Fig. 1: run 1, routing congestion
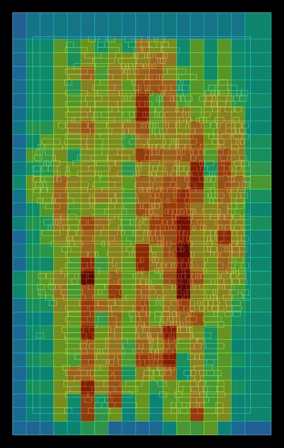
Fig. 2: run 1, wires at chosen ports, followed through buffers
Drawn at 1.5 px/µm.
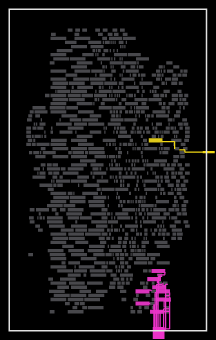
Fig. 3: run 1, clock network drawn from the DEF
Drawn at 2 px/µm.
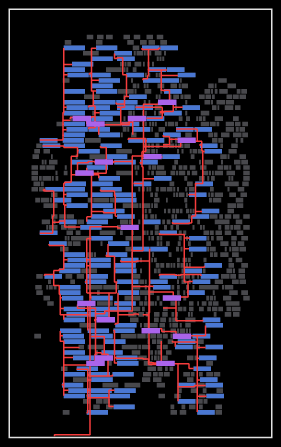
<file path="src/rtl/fb_access_ctrl.sv">
// fb_access_ctrl: shares a single-port framebuffer between VGA scanout, a buffered pixel writer and a fill engine.
module fb_access_ctrl #(
    parameter int IMG_W = 320,
    parameter int IMG_H = 240,
    parameter int OFF_X = 160,
    parameter int OFF_Y = 120,
    parameter logic [7:0] BG_COLOR = 8'h00,
    parameter int FIFO_DEPTH = 4
) (
    input  logic        clock,
    input  logic        reset,
    input  logic [9:0]  next_x,
    input  logic [9:0]  next_y,
    output logic [7:0]  color_out,
    input  logic        wr_valid,
    output logic        wr_ready,
    input  logic [8:0]  wr_x,
    input  logic [7:0]  wr_y,
    input  logic [7:0]  wr_data,
    output logic        wr_dropped,
    output logic [4:0]  fifo_level,
    input  logic        clr_start,
    input  logic [7:0]  clr_color,
    output logic        clr_busy,
    output logic        clr_done,
    output logic [16:0] ram_addr,
    output logic [7:0]  ram_wdata,
    output logic        ram_we,
    input  logic [7:0]  ram_rdata
);
    localparam int AW = $clog2(FIFO_DEPTH);
    localparam logic [9:0] X0 = 10'(OFF_X);
    localparam logic [9:0] X1 = 10'(OFF_X + IMG_W);
    localparam logic [9:0] Y0 = 10'(OFF_Y);
    localparam logic [9:0] Y1 = 10'(OFF_Y + IMG_H);
    localparam logic [16:0] LAST = 17'(IMG_W * IMG_H - 1);
    typedef enum logic {IDLE, FILL} state_t;
    state_t state, state_nx;
    logic in_win, win_d1, win_d2, push, store, pop, fill_slot, last;
    logic [16:0] rd_addr, pop_addr, fill_cnt;
    logic [7:0] clr_val;
    logic [8:0] fx [FIFO_DEPTH];
    logic [7:0] fy [FIFO_DEPTH];
    logic [7:0] fd [FIFO_DEPTH];
    logic [AW-1:0] wp, rp;
    always_comb begin
        in_win    = next_x >= X0 && next_x < X1 && next_y >= Y0 && next_y < Y1;
        rd_addr   = 17'(next_y - Y0) * 17'(IMG_W) + 17'(next_x - X0);
        pop_addr  = 17'(fy[rp]) * 17'(IMG_W) + 17'(fx[rp]);
        wr_ready  = fifo_level != 5'(FIFO_DEPTH);
        push      = wr_valid && wr_ready;
        store     = push && wr_x < 9'(IMG_W) && 9'(wr_y) < 9'(IMG_H);
        fill_slot = !in_win && state == FILL;
        pop       = !in_win && state != FILL && fifo_level != 5'd0;
        last      = fill_slot && fill_cnt == LAST;
        clr_busy  = state == FILL;
        state_nx  = state == IDLE ? (clr_start ? FILL : IDLE) : (last ? IDLE : FILL);
    end
    // FIFO storage needs no reset; occupancy and pointers define validity
    always_ff @(posedge clock) begin
        if (store) begin
            fx[wp] <= wr_x;
            fy[wp] <= wr_y;
            fd[wp] <= wr_data;
        end
    end
    always_ff @(posedge clock or posedge reset) begin
        if (reset) begin
            state      <= IDLE;
            win_d1     <= 1'b0;
            win_d2     <= 1'b0;
            color_out  <= BG_COLOR;
            ram_addr   <= '0;
            ram_wdata  <= '0;
            ram_we     <= 1'b0;
            wr_dropped <= 1'b0;
            clr_done   <= 1'b0;
            fifo_level <= '0;
            wp         <= '0;
            rp         <= '0;
            fill_cnt   <= '0;
            clr_val    <= '0;
        end else begin
            state      <= state_nx;
            win_d1     <= in_win;
            win_d2     <= win_d1;
            color_out  <= win_d2 ? ram_rdata : BG_COLOR;
            wr_dropped <= push && !store;
            clr_done   <= last;
            fifo_level <= fifo_level + 5'(store) - 5'(pop);
            wp         <= wp + AW'(store);
            rp         <= rp + AW'(pop);
            if (state == IDLE && clr_start) begin
                fill_cnt <= '0;
                clr_val  <= clr_color;
            end else if (fill_slot) begin
                fill_cnt <= fill_cnt + 17'd1;
            end
            // scanout owns the slot whenever the next pixel is inside the image
            if (in_win) begin
                ram_addr <= rd_addr;
                ram_we   <= 1'b0;
            end else if (fill_slot) begin
                ram_addr  <= fill_cnt;
                ram_wdata <= clr_val;
                ram_we    <= 1'b1;
            end else if (pop) begin
                ram_addr  <= pop_addr;
                ram_wdata <= fd[rp];
                ram_we    <= 1'b1;
            end else begin
                ram_we <= 1'b0;
            end
        end
    end
endmodule
</file>
<file path="config.mk">
export PLATFORM = sky130hd
export DESIGN_NAME = fb_access_ctrl
export DESIGN_NICKNAME = d
export VERILOG_FILES = /design/src/rtl/fb_access_ctrl.sv
export SDC_FILE = /design/constraint.sdc
export NUM_CORES = 1
export LEC_CHECK = 0
export CAP_MARGIN = 20
export CORE_ASPECT_RATIO = 1.75
export CORE_MARGIN = 10
export CORE_UTILIZATION = 40
export CTS_BUF_LIST = sky130_fd_sc_hd__clkbuf_16
export CTS_CLUSTER_DIAMETER = 200
export DETAILED_ROUTE_END_ITERATION = 16
export GPL_TIMING_DRIVEN = 0
export PLACE_DENSITY = 0.63
export SLEW_MARGIN = 20
export SYNTH_ARGS = -nofsm -noshare
export SYNTH_HDL_FRONTEND = slang
export SYNTH_SLANG_ARGS = --single-unit
</file>
<file path="constraint.sdc">
create_clock -name clock -period 7.1 [get_ports clock]
set_clock_uncertainty 0.1 [all_clocks]
set_input_delay 1.42 -clock clock [delete_from_list [all_inputs] [get_ports clock]]
set_output_delay 1.42 -clock clock [all_outputs]
set_load 0.02 [all_outputs]
</file>
==> reports/results.ini, run 1 <==
[run_status]
outcome = complete, no violations

[die]
row_count = 70
floorplan.die.width_um = 131
die_h_um = 213
coreArea_mm2 = 0.0209
core_util_floorplan_pct = 40.8
chip_area_mm2 = 0.0279

[synthesis]
warnings_from_yosys = 0
synth_cell_type_count = 59
yosys.area.top_type_share_pct = 35.1
synth-cells-yosys = 684
floorplan.nets = 806
largest_family_of_logic_cells_by_area = simple AND/OR/NAND/NOR gates
ys_seq_elements = 173
adder_share_pct = 8.78
post_synth_inst_count = 684
synth.cell_area_mm2 = 0.00855
yosysSeqAreaShare_pct = 56.5
synthFlopType = sky130_fd_sc_hd__edfxtp_1
enable_flop_cells = 100
yosys.area_share.aoi_pct = 9.02
yosys.area_share.simple_pct = 11.2
top_area_cell = sky130_fd_sc_hd__edfxtp_1
synthXorXnorAreaFrac_pct = 4.41
average_instance_area_after_synthesis_um2 = 12.5
yosysMostFrequentCell = sky130_fd_sc_hd__edfxtp_1
yosysChipArea_mm2 = 0.00855

[final_timing]
slew_headroom_pct = 31.8
drv_slew = 0
setup_violators_final = 0
final-hold-violation-count = 0
final.setup.worst_slack_ns = 2.13
post-route-period-util_pct = 70.0

[clocking]
cts-htree-levels = 4
number_of_clock_buffers_inserted_by_tritoncts = 17
clk_pin_slew_ns = 0.06
cts.hold.buffers_added = 0
clock_path_buffers = 2
postCtsSetupRepairBufs = 0
tritoncts = built

[global_route]
first_global_vias = 6127
grt_antenna_before_repair = 0
grt_pass1_wl_um = 33100
grt_start_max_net_pins = 55
global_route.overflow_total = 0

[worst_setup_path]
worst-path-max-fanout = 10
crit_required_ns = 7.31
reg2reg_depth = 14
worst-setup-path-type = register to register
critical_path.startpoint_type = register
r2r-end = ram_addr[14]
arrival_ns = 5.18
r2r-start = rp[1]

[worst_hold_path]
min_path_type = register to register
hold-path-endpoint = win_d2
holdCritStartpoint = win_d1
worstHoldPathCells = 0

[placement]
gp_routability_congestion = 0.880
placed_cells = 1051
dp_worst_setup_slack_ns = 1.62

[final_layout]
fin_nets = 940
layout_top_cells = 107 x sky130_fd_sc_hd__clkdlybuf4s50_1, 100 x sky130_fd_sc_hd__edfxtp_1, 97 x sky130_fd_sc_hd__nand2_1
layout.area.seq_mm2 = 0.00483
n_fill_cell = 1856
antennaDiodeCount = 0
layout.cells.non_filler = 1083
area_delta_synth_final_pct = 23.8
final_common_cell = sky130_fd_sc_hd__clkdlybuf4s50_1
drive_gt1_share_pct = 10.2
multiInputGateArea_mm2 = 0.00349

[drt]
wirelength_um = 20700
wl_per_cell_um = 19.1
via_per_inst = 5.27
drt.antenna.violating_nets = 0

[job]
timing.max_cap.violations = 0

[pwr]
power_per_cell_area_mw_per_mm2 = 306
power.leakage_nw = 4.25

About Fig. 1:
met3 layer usage reported by global route: 3.83%
met2 track demand over resource: 29.1%
final core occ: 50.6%

About Fig. 2:
port	color	bits	direction	end cells	buffers	wire
`ram_we`	yellow	1	output	1	1	31.8 µm
`color_out`	magenta	8	output	8	8	244 µm
ports placed on the boundary: 108
number of buffers inserted by port buffering: 107

About Fig. 3:
[flip-flops] blue | count: 173
[clock wires] red | length: 2040 µm
[clock-net drivers] purple | count: 17
routed clock nets	18
clock latency on the worst-skew pair: 0.43 ns
reported clock group power: 834 µW
share of total power in the clock network: 25.8%

run 1: worst max-delay path by stage:
stage                   start            end  slack, ns  cells after the start
finish                  rp[1]   ram_addr[14]       2.13                     14
global route            rp[1]   ram_addr[14]       1.75                     14
CTS                     rp[1]   ram_addr[14]       2.00                     14
detailed placement  next_y[3]   ram_addr[16]       1.62                     15
global placement      wr_y[7]       fd[1][2]       0.74                      4
floorplan           next_y[3]  fifo_level[4]       2.71                     15
run 1: worst max-delay path, stage by stage (launching register included):
cell and delay, ns:
sky130_fd_sc_hd__dfrtp_1 0.32, sky130_fd_sc_hd__clkbuf_1 0.37, sky130_fd_sc_hd__clkbuf_1 0.58, sky130_fd_sc_hd__buf_1 0.57
sky130_fd_sc_hd__mux4_2 0.47, sky130_fd_sc_hd__ha_1 0.32, sky130_fd_sc_hd__ha_1 0.17, sky130_fd_sc_hd__inv_1 0.06
sky130_fd_sc_hd__fa_1 0.39, sky130_fd_sc_hd__xnor2_1 0.28, sky130_fd_sc_hd__or3b_2 0.49, sky130_fd_sc_hd__nand3b_1 0.20
sky130_fd_sc_hd__xor2_1 0.17, sky130_fd_sc_hd__nor2_1 0.05, sky130_fd_sc_hd__o41ai_1 0.32
run 1: cell type report:
class / count / area share [%]
clock buffer: 17 / 4.02
buffer: 24 / 1.28
tap: 252 / 2.98
multi-input combinational: 459 / 33.0
inverter: 28 / 1.06
sequential: 173 / 45.6
clock inverter: 15 / 0.922
timing repair buffer: 115 / 11.1
run 1: kinds of logic (layout without fill, tap and decap cells):
logic type,count (synthesis),in the layout
AOI/OAI and AO/OA,123,123
xor gates and xnor gates,43,43
adders and majority gates,57,57
buffers and inverters,52,199
DFF,173,173
muxes,31,31
and+or+nand+nor,205,205
run 1: state kept, by name (all words and copies together), names as in the netlist, 2 cells and up:
name,flops
fx,36
fd,32
fy,32
fill_cnt,17
ram_addr,17
clr_val,8
color_out,8
ram_wdata,8
fifo_level,5
rp,2
wp,2
run 1: power breakdown:
group | switching, mW | leakage [nW] | internal (mW)
Clock | 0.389 | 0.262 | 0.445
Sequential | 0.0860 | 1.85 | 1.22
Combinational | 0.594 | 2.14 | 0.504
run 1: stage by stage:
step	utilization [%]	hold slack [ns]	area, µm²	power, mW
6_report	50.6	0.251	10600	3.24
2_1_floorplan	-	0.231	8550	2.05
3_5_place_dp	48.1	0.248	10100	2.43
3_3_place_gp	47.5	0.243	9940	2.40
5_1_grt	50.6	0.262	10600	3.45
4_1_cts	50.6	0.255	10600	3.27
run 1: layer usage:
layer | vias up | share of wire [%] | global-route usage [%]
li1 | 2775 | - | -
met1 | 2767 | 36 | 15.6
met2 | 126 | 55 | 29.1
met3 | 36 | 5.4 | 3.83
met4 | 0 | 3.2 | 6.97
met5 | - | 0 | 0
==> run 1 -> run 2 <==
PLACE_DENSITY = 0.65   (was 0.63)
clock period = 4.55 ns   (was 7.1 ns; I/O delays follow)
==> run 2 against run 1 <==
Net effect:
- non-clock buffer count is 2 lower
- largest power group unchanged
- flip-flop count unchanged
- critical path depth is 2 higher
- die size unchanged
- combinational power rose by 55%
- global-route usage rose by 0.17 points
- first-iteration DRC count is 50% higher
- clock power is 76% higher
- synthesized area did not move
- register-to-register slack worse by 1.7 ns
- critical path type is now primary input to register
- cell area rose by 0.84%
- via count up 0.98%
==> reports/results.ini, run 2 <==
[synthesis]
yosysMostFrequentCell = sky130_fd_sc_hd__edfxtp_1  ; unchanged
floorplan.nets = 806  ; unchanged
synth_cell_type_count = 59  ; unchanged
synth-cells-yosys = 684  ; unchanged
average_instance_area_after_synthesis_um2 = 12.5  ; unchanged
yosysChipArea_mm2 = 0.00855  ; unchanged
enable_flop_cells = 100  ; unchanged
yosys-top-cells-count = 100 x sky130_fd_sc_hd__edfxtp_1, 97 x sky130_fd_sc_hd__nand2_1, 73 x sky130_fd_sc_hd__dfrtp_1  ; unchanged
top_area_cell = sky130_fd_sc_hd__edfxtp_1  ; unchanged
yosysSeqAreaShare_pct = 56.5  ; unchanged
synthFlopType = sky130_fd_sc_hd__edfxtp_1  ; unchanged
yosys.area.top_type_share_pct = 35.1  ; unchanged
post_synth_inst_count = 684  ; unchanged
synth.cell_area_mm2 = 0.00855  ; unchanged
warnings_from_yosys = 0  ; unchanged
ys_seq_elements = 173  ; unchanged

[die]
die_h_um = 213  ; unchanged
core_util_floorplan_pct = 40.8  ; unchanged
chip_area_mm2 = 0.0279  ; unchanged
coreArea_mm2 = 0.0209  ; unchanged
floorplan.die.width_um = 131  ; unchanged
row_count = 70  ; unchanged
ios = 108  ; unchanged

[global_route]
first_global_vias = 6229  ; was 6127
grt_antenna_before_repair = 0  ; unchanged
grt.busiest_layer = met2  ; unchanged
grt_use_met2_pct = 29.0  ; was 29.1%
grtUsageMet3_pct = 3.68  ; was 3.83%
global_route.overflow_total = 0  ; unchanged
grt_start_max_net_pins = 52  ; was 55
grt_pass1_wl_um = 33300  ; was 33100 µm

[clocking]
worstSkewPairLatency_ns = 0.43  ; about the same
cts.hold.buffers_added = 0  ; unchanged
clock_path_buffers = 2  ; unchanged
tritoncts = built  ; unchanged
clk_pin_slew_ns = 0.07  ; was 0.06 ns
number_of_clock_buffers_inserted_by_tritoncts = 17  ; unchanged
cts-htree-levels = 4  ; unchanged

[final_timing]
final-hold-violation-count = 0  ; unchanged
unrepaired_setup_endpoints_after_global_routing = no  ; unchanged
final.setup.worst_slack_ns = 0.239  ; was 2.13 ns
slew_headroom_pct = 29.7  ; was 31.8%
post-route-period-util_pct = 94.7
drv_slew = 0  ; unchanged
hold_ws_ns = 0.250  ; was 0.251 ns
period_minus_slack_ns = 4.31
setup_violators_final = 0  ; unchanged

[job]
timing.max_cap.violations = 0  ; unchanged

[pwr]
power_per_cell_area_mw_per_mm2 = 488  ; was 306 mW/mm²
internal-power_mw = 3.52  ; was 2.17 mW
seq_power_share_pct = 39.2  ; was 40.3%
share_of_total_power_in_the_clock_network_pct = 28.2  ; was 25.8%
sw_frac_of_total_pct = 32.5  ; was 33.1%
power_switching_mw = 1.69  ; was 1.07 mW
pwr-share-comb_pct = 32.6  ; was 33.9%
power.leakage_nw = 4.28  ; was 4.25 nW

[final_layout]
area_delta_synth_final_pct = 24.9  ; was 23.8%
layout.cells.non_filler = 1081  ; was 1083
biggestRegsByFlops = fx (36), fd (32), fy (32)  ; unchanged
largest_register_ff_count = 36  ; unchanged
final_common_cell = sky130_fd_sc_hd__clkdlybuf4s50_1  ; unchanged
drive_gt1_share_pct = 11.1  ; was 10.2%
regMostFlops = fx  ; unchanged
fin_nets = 938  ; was 940
layout_top_cells = 107 x sky130_fd_sc_hd__clkdlybuf4s50_1, 100 x sky130_fd_sc_hd__edfxtp_1, 97 x sky130_fd_sc_hd__nand2_1  ; unchanged
antennaDiodeCount = 0  ; unchanged

[drt]
wl_per_cell_um = 19.3  ; was 19.1 µm
drt.antenna.violating_nets = 0  ; unchanged
via_per_inst = 5.33  ; was 5.27
drt-initial-drc-count = 313  ; was 208

[placement]
dp_worst_setup_slack_ns = -0.448  ; was 1.62 ns
gp_routability_congestion = 0.860  ; was 0.880
placed_cells = 1051  ; unchanged
portBuffers = 107  ; unchanged

[worst_setup_path]
worst-setup-path-type = primary input to register  ; was register to register
critical_path.startpoint_type = primary input  ; was register
crit_required_ns = 4.81  ; was 7.31 ns
worst-path-max-fanout = 9  ; was 10
arrival_ns = 4.57  ; was 5.18 ns

[worst_hold_path]
min_path_type = register to register  ; unchanged

[run_status]
outcome = complete, no violations  ; unchanged

[run 2: netlist changes by cell type in the layout (fill, tap and decap cells not counted), moves of 2 or more]
cell                        previous run  this run
sky130_fd_sc_hd__inv_8                 0         3
sky130_fd_sc_hd__clkbuf_1             11         9
sky130_fd_sc_hd__clkinv_4              2         0
sky130_fd_sc_hd__bufinv_16             0         2
sky130_fd_sc_hd__inv_1                28        26
sky130_fd_sc_hd__clkinv_1              2         0
[run 2: area by class of cell]
type	instances	area [µm²]
plain buffers	22	135
clock buffers	17	425
clock inverters	15	178
fillers	1814	10300
inverters	28	113
multi-input cells	459	3500
flip-flops and latches	173	4830
well taps	252	315
repair buffers	115	1180
[run 2: final timing paths]
kind,from,cells past startpoint,to,slack [ns]
max,next_y[3],16,fifo_level[4],0.24
min,win_d1,0,win_d2,0.25
max reg2reg,rp[0],13,ram_addr[14],0.39
min reg2reg,win_d1,0,win_d2,0.25
max in group asynchronous,reset,3,rp[1],3.07
min in group asynchronous,reset,2,color_out[2],0.69
[run 2: what timing repair did]
action	4_1_cts	5_1_grt
gates resized	4	6
buffers inserted	0	0
endpoints found under the setup margin	5	5
[run 2: through the flow]
stage / total power, mW / utilization, % / instance area [µm²] / setup TNS (ns)
CTS: 5.28 / 51.0 / 10700 / 0
global placement: 3.73 / 47.5 / 9940 / -62.34
global route: 5.54 / 51.0 / 10700 / 0
floorplan: 3.20 / - / 8550 / 0
detailed placement: 3.79 / 48.1 / 10100 / -1.88
finish: 5.21 / 51.0 / 10700 / 0
[run 2: cell families (layout without fill, tap and decap cells)]
group	count (synthesis)	after routing	synth area share, %
fa+ha+maj	57	57	8.78
compound gates	123	123	9.02
simple gates	205	205	11.2
buf+inv	52	197	2.87
flops	173	173	56.5
xor+xnor	43	43	4.41
mux	31	31	7.29
[run 2: layer usage]
layer | vias up | wire length (µm) | part of all wire [%]
met5 | - | 0 | 0
met4 | 0 | 965 | 4.6
met3 | 42 | 979 | 4.7
met2 | 133 | 11400 | 55
met1 | 2811 | 7480 | 36
li1 | 2774 | - | -
[run 2: power by group through the flow]
stage | logic [mW] | clock network [mW] | registers (mW)
2_1_floorplan | 1.10 | 0 | 2.11
3_3_place_gp | 1.66 | 0 | 2.07
6_report | 1.70 | 1.47 | 2.04
5_1_grt | 1.91 | 1.57 | 2.06
3_5_place_dp | 1.72 | 0 | 2.07
4_1_cts | 1.73 | 1.51 | 2.04
[run 2: critical path: stages]
cell and delay, ns:
sky130_fd_sc_hd__clkdlybuf4s50_1 0.57, sky130_fd_sc_hd__ha_2 0.23, sky130_fd_sc_hd__a311oi_1 0.15, sky130_fd_sc_hd__or4_4 0.54, sky130_fd_sc_hd__or3_1 0.40, sky130_fd_sc_hd__buf_6 0.16
sky130_fd_sc_hd__nand2_4 0.11, sky130_fd_sc_hd__nor2_1 0.10, sky130_fd_sc_hd__ha_1 0.31, sky130_fd_sc_hd__inv_1 0.04, sky130_fd_sc_hd__ha_1 0.20, sky130_fd_sc_hd__fa_1 0.41
sky130_fd_sc_hd__a21oi_1 0.14, sky130_fd_sc_hd__nor2_1 0.05, sky130_fd_sc_hd__nor2_1 0.12, sky130_fd_sc_hd__xnor2_1 0.13
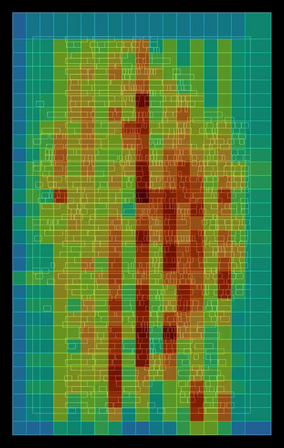
Fig. 4. Routing congestion (run 2).
GRT met1 Usage: 15.5%
Tot GR Track Use: 15.7%

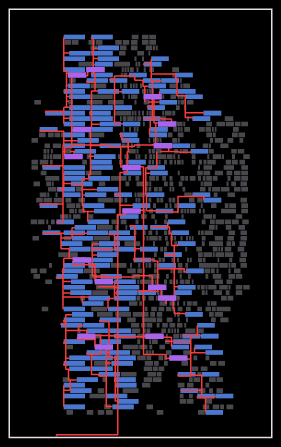
Fig. 5. Clock network drawn from the DEF (run 2).
Drawn at 2 px/µm.
[flip-flops] blue | count: 173
[clock-net drivers] purple | count: 17
[clock wires] red | length: 1940 µm
routed clock nets	18

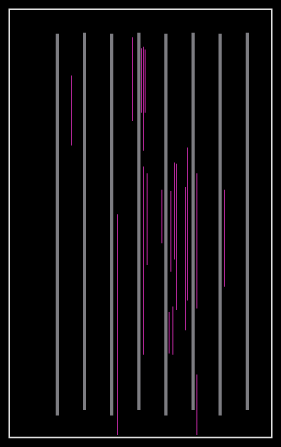
Fig. 6. Signal wires on met4 (run 2).
Drawn at 2 px/µm. Supply wires on this layer in gray.
share of all routed wire	4.6%
wire length on this layer	966 µm
nets with wire on the layer	18
longest straight run	110 µm
Detailed Route WL: 20800 µm
total number of vias: 5760

==> run 2 -> run 3 <==
CAP_MARGIN = 40   (was 20)
CORE_MARGIN = not set   (was 10)
==> run 3 against run 2 <==
Net effect:
- non-clock buffer count increased by 2
- die size decreased by 21%
- hold slack improved by 0.011 ns
- routed wire length decreased by 5.4%
- synthesized cell count unchanged
- critical endpoint unchanged
- largest power group unchanged
==> reports/results.ini, run 3 <==
[run_status]
outcome = complete, no violations  ; unchanged

[drt]
detail_route.first_pass.iterations = 4  ; unchanged
drt-initial-drc-count = 187  ; was 313
wl_per_cell_um = 18.2  ; was 19.3 µm
via_per_inst = 5.31  ; was 5.33
wirelength_um = 19700  ; was 20800 µm
num_vias = 5755  ; was 5760
drt_drc_violations_left = 0  ; unchanged
drt.antenna.violating_nets = 0  ; unchanged

[synthesis]
floorplan.nets = 806  ; unchanged
ys_seq_elements = 173  ; unchanged
yosysSeqAreaShare_pct = 56.5  ; unchanged
yosysMostFrequentCell = sky130_fd_sc_hd__edfxtp_1  ; unchanged
yosys-top-cells-area = sky130_fd_sc_hd__edfxtp_1 35%, sky130_fd_sc_hd__dfrtp_1 21%, sky130_fd_sc_hd__ha_1 7.6%  ; unchanged
warnings_from_yosys = 0  ; unchanged
average_instance_area_after_synthesis_um2 = 12.5  ; unchanged
synthXorXnorAreaFrac_pct = 4.41  ; unchanged
synthFlopType = sky130_fd_sc_hd__edfxtp_1  ; unchanged
synth.cell_area_mm2 = 0.00855  ; unchanged
enable_flop_cells = 100  ; unchanged
mux_cell_area_share_after_synthesis_pct = 7.29  ; unchanged
synth-cells-yosys = 684  ; unchanged
yosys.area.top_type_share_pct = 35.1  ; unchanged
post_synth_inst_count = 684  ; unchanged
synth_cell_type_count = 59  ; unchanged
yosys.area_share.simple_pct = 11.2  ; unchanged
largest_family_of_logic_cells_by_area = simple AND/OR/NAND/NOR gates  ; unchanged
yosysChipArea_mm2 = 0.00855  ; unchanged
adder_share_pct = 8.78  ; unchanged
synth_async_sr_flop_share_pct = 42.2  ; unchanged
yosys.area_share.aoi_pct = 9.02  ; unchanged
yosys-top-cells-count = 100 x sky130_fd_sc_hd__edfxtp_1, 97 x sky130_fd_sc_hd__nand2_1, 73 x sky130_fd_sc_hd__dfrtp_1  ; unchanged
top_area_cell = sky130_fd_sc_hd__edfxtp_1  ; unchanged

[final_layout]
layout.cells.non_filler = 1083  ; was 1081
area_delta_synth_final_pct = 25.0  ; was 24.9%
layout_top_cells = 106 x sky130_fd_sc_hd__clkdlybuf4s50_1, 100 x sky130_fd_sc_hd__edfxtp_1, 97 x sky130_fd_sc_hd__nand2_1  ; was 107 x sky130_fd_sc_hd__clkdlybuf4s50_1, 100 x sky130_fd_sc_hd__edfxtp_1, 97 x sky130_fd_sc_hd__nand2_1
antennaDiodeCount = 0  ; unchanged
layout.area.seq_mm2 = 0.00483  ; unchanged
regMostFlops = fx  ; unchanged
fin_nets = 940  ; was 938
biggestRegsByFlops = fx (36), fd (32), fy (32)  ; unchanged
drive_gt1_share_pct = 11.1  ; about the same
largest_register_ff_count = 36  ; unchanged
n_fill_cell = 1821  ; was 1814
multiInputGateArea_mm2 = 0.00350  ; about the same
final_common_cell = sky130_fd_sc_hd__clkdlybuf4s50_1  ; unchanged

[clocking]
clock_path_buffers = 2  ; unchanged
postCtsSetupRepairBufs = 0  ; unchanged
worstSkewPairLatency_ns = 0.43  ; about the same
tritoncts = built  ; unchanged
clk_pin_slew_ns = 0.07  ; about the same
number_of_clock_buffers_inserted_by_tritoncts = 17  ; unchanged
cts-root-buf = sky130_fd_sc_hd__clkbuf_16  ; unchanged
cts.hold.buffers_added = 0  ; unchanged
cts-htree-levels = 4  ; unchanged
cts_num_sinks = 173  ; unchanged

[placement]
dp.final_hpwl_um = 15500  ; was 16500 µm
dp_worst_setup_slack_ns = -0.510  ; was -0.448 ns
gp_routability_congestion = 0.869  ; was 0.860
placed_cells = 1052  ; was 1051
portBuffers = 107  ; unchanged

[final_timing]
final-hold-violation-count = 0  ; unchanged
unrepaired_setup_endpoints_after_global_routing = no  ; unchanged
slew_headroom_pct = 51.2  ; was 29.7%
drv_slew = 0  ; unchanged
hold_ws_ns = 0.260  ; was 0.250 ns
worst-slew-pin-transition_ns = 0.723  ; was 1.05 ns
setup_violators_final = 0  ; unchanged
post-route-period-util_pct = 94.8  ; was 94.7%
fmax_mhz = 232  ; about the same
final.setup.worst_slack_ns = 0.237  ; was 0.239 ns
period_minus_slack_ns = 4.31  ; about the same

[die]
chip_area_mm2 = 0.0220  ; was 0.0279 mm²
floorplan.die.width_um = 113  ; was 131 µm
core_util_floorplan_pct = 40.8  ; unchanged
die_h_um = 195  ; was 213 µm
ios = 108  ; unchanged
row_count = 70  ; unchanged
coreArea_mm2 = 0.0209  ; unchanged

[worst_setup_path]
worstSetupEndpointType = register  ; unchanged
worst-path-max-fanout = 9  ; unchanged
crit_required_ns = 4.80  ; was 4.81 ns
critical_path.startpoint_type = primary input  ; unchanged
arrival_ns = 4.57  ; about the same
worst-setup-path-type = primary input to register  ; unchanged

[global_route]
global_route.overflow_total = 0  ; unchanged
grt_pass1_wl_um = 31800  ; was 33300 µm
grt.total_usage_pct = 19.2  ; was 15.7%
grt_antenna_before_repair = 0  ; unchanged
grt_start_max_net_pins = 52  ; unchanged
first_global_vias = 6046  ; was 6229

[pwr]
power.leakage_nw = 4.31  ; was 4.28 nW
power_per_cell_area_mw_per_mm2 = 485  ; was 488 mW/mm²
vdd_drop_max_v = 0.000419  ; was 0.000335 V

[job]
timing.max_cap.violations = 0  ; unchanged
stage_log_warnings = 28  ; unchanged

[worst_hold_path]
min_path_type = register to register  ; unchanged

==> run 3: cell count changes in the layout (fill, tap and decap cells not counted), sizes merged <==
cell	delta
clkinvlp	-2
clkdlybuf4s50	-1
bufinv	-2
dlymetal6s2s	+1
clkinv	+2
clkbuf	+4
buf	+1
inv	-1
==> run 3: cell families after synthesis <==
group                    Yosys count
multiplexers                      31
AND/OR/NAND/NOR                  205
flip-flops                       173
buffers and inverters             52
AND-OR/OR-AND                    123
adder cells (fa/ha/maj)           57
XOR/XNOR                          43
==> run 3: worst paths after layout <==
kind | cells past startpoint | slack (ns) | from | to
max in group asynchronous | 3 | 3.08 | reset | clr_val[5]
hold / removal | 0 | 0.26 | win_d1 | win_d2
hold reg to reg | 0 | 0.26 | win_d1 | win_d2
setup reg to reg | 14 | 0.33 | rp[0] | ram_addr[14]
min in group asynchronous | 2 | 0.69 | reset | color_out[0]
setup / recovery | 16 | 0.24 | next_y[4] | fifo_level[4]
==> run 3: stage by stage <==
stage               cell area, µm²  power (mW)  setup TNS [ns]
floorplan                     8550        3.20               0
global placement              9940        3.73          -61.26
detailed placement           10100        3.79           -2.17
CTS                          10700        5.22               0
global route                 10700        5.48               0
finish                       10700        5.18               0
==> run 3: power by group <==
part           leakage, nW  switching (mW)  internal, mW  total (mW)
Combinational         2.17           0.921         0.794        1.71
Sequential            1.85           0.141          1.90        2.04
Clock                0.296           0.618         0.806        1.42
==> run 3: final cells by class <==
type / instances / share of cell area (%)
Clock inverter: 12 / 0.878
Timing Repair Buffer: 116 / 11.1
Clock buffer: 20 / 4.68
Buffer: 23 / 1.39
Inverter: 28 / 1.05
Tap cell: 252 / 2.95
Multi-Input combinational cell: 459 / 32.7
Sequential cell: 173 / 45.2
==> run 3: routing by layer <==
layer	share of wire [%]	global-route usage [%]
met4	4.1	10.0
met5	0	0
met3	3.4	3.13
met2	56	36.7
met1	37	19.8
==> run 3: critical path: stages <==
cell                              delay [ns]
sky130_fd_sc_hd__clkdlybuf4s50_1        0.53
sky130_fd_sc_hd__ha_1                   0.22
sky130_fd_sc_hd__a311oi_1               0.18
sky130_fd_sc_hd__or4_4                  0.54
sky130_fd_sc_hd__or3_1                  0.39
sky130_fd_sc_hd__buf_6                  0.16
sky130_fd_sc_hd__nand2_4                0.12
sky130_fd_sc_hd__nor2_1                 0.10
sky130_fd_sc_hd__ha_1                   0.31
sky130_fd_sc_hd__inv_1                  0.04
sky130_fd_sc_hd__ha_1                   0.20
sky130_fd_sc_hd__fa_1                   0.41
sky130_fd_sc_hd__a21oi_1                0.14
sky130_fd_sc_hd__nor2_1                 0.05
sky130_fd_sc_hd__nor2_1                 0.12
sky130_fd_sc_hd__xnor2_1                0.13
==> run 3: what timing repair did <==
action / CTS / global route
gates resized: 4 / 8
pin swaps: 0 / 0
endpoints found under the setup margin: 6 / 5
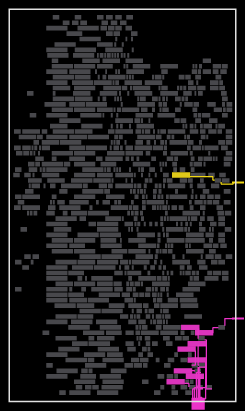
Fig. 7. Wires at chosen ports, followed through buffers (run 3).
Drawn at 2 px/µm.
port	color	bits	direction	end cells	buffers	wire
`ram_we`	yellow	1	output	1	1	22.2 µm
`color_out`	magenta	8	output	8	8	182 µm

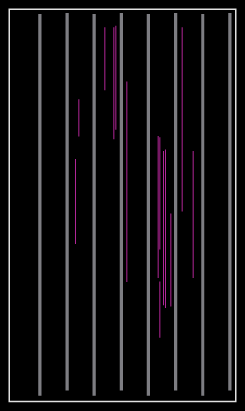
Fig. 8. Signal wires on met4 (run 3).
Drawn at 2 px/µm. Supply wires on this layer in gray.
wire length on this layer	811 µm
main direction	vertical

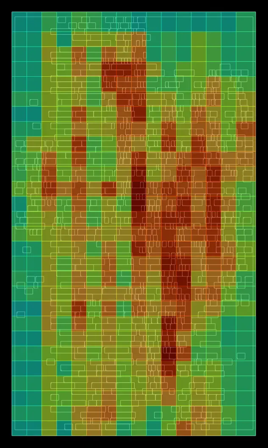
Fig. 9. Routing congestion (run 3).
final core occ: 51.0%
global-route layer with the greatest usage: met2
GRT met1 Usage: 19.8%


## Gallery

Cell density map.
image #1
Drawn at 2 px/µm. 13 x 21 tiles, from dark blue (low) to red (high), 0 to 100% covered.
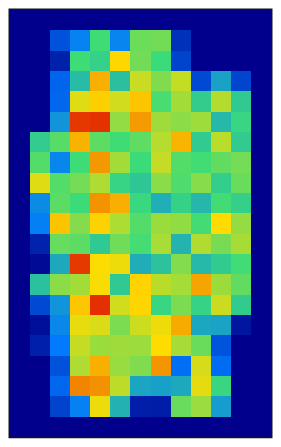
image #2
Drawn at 2 px/µm. 11 x 20 tiles, from dark blue (low) to red (high), 0 to 100% covered.
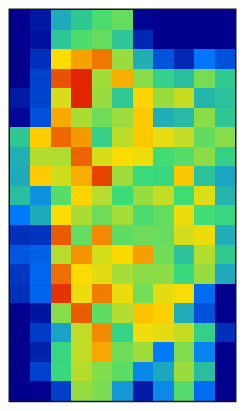
Of these, largest die: image #1
Image #1 comes from run 1.
Image #2 comes from run 3.

Power figures rest on the tool's default switching activity, not on a simulated workload.
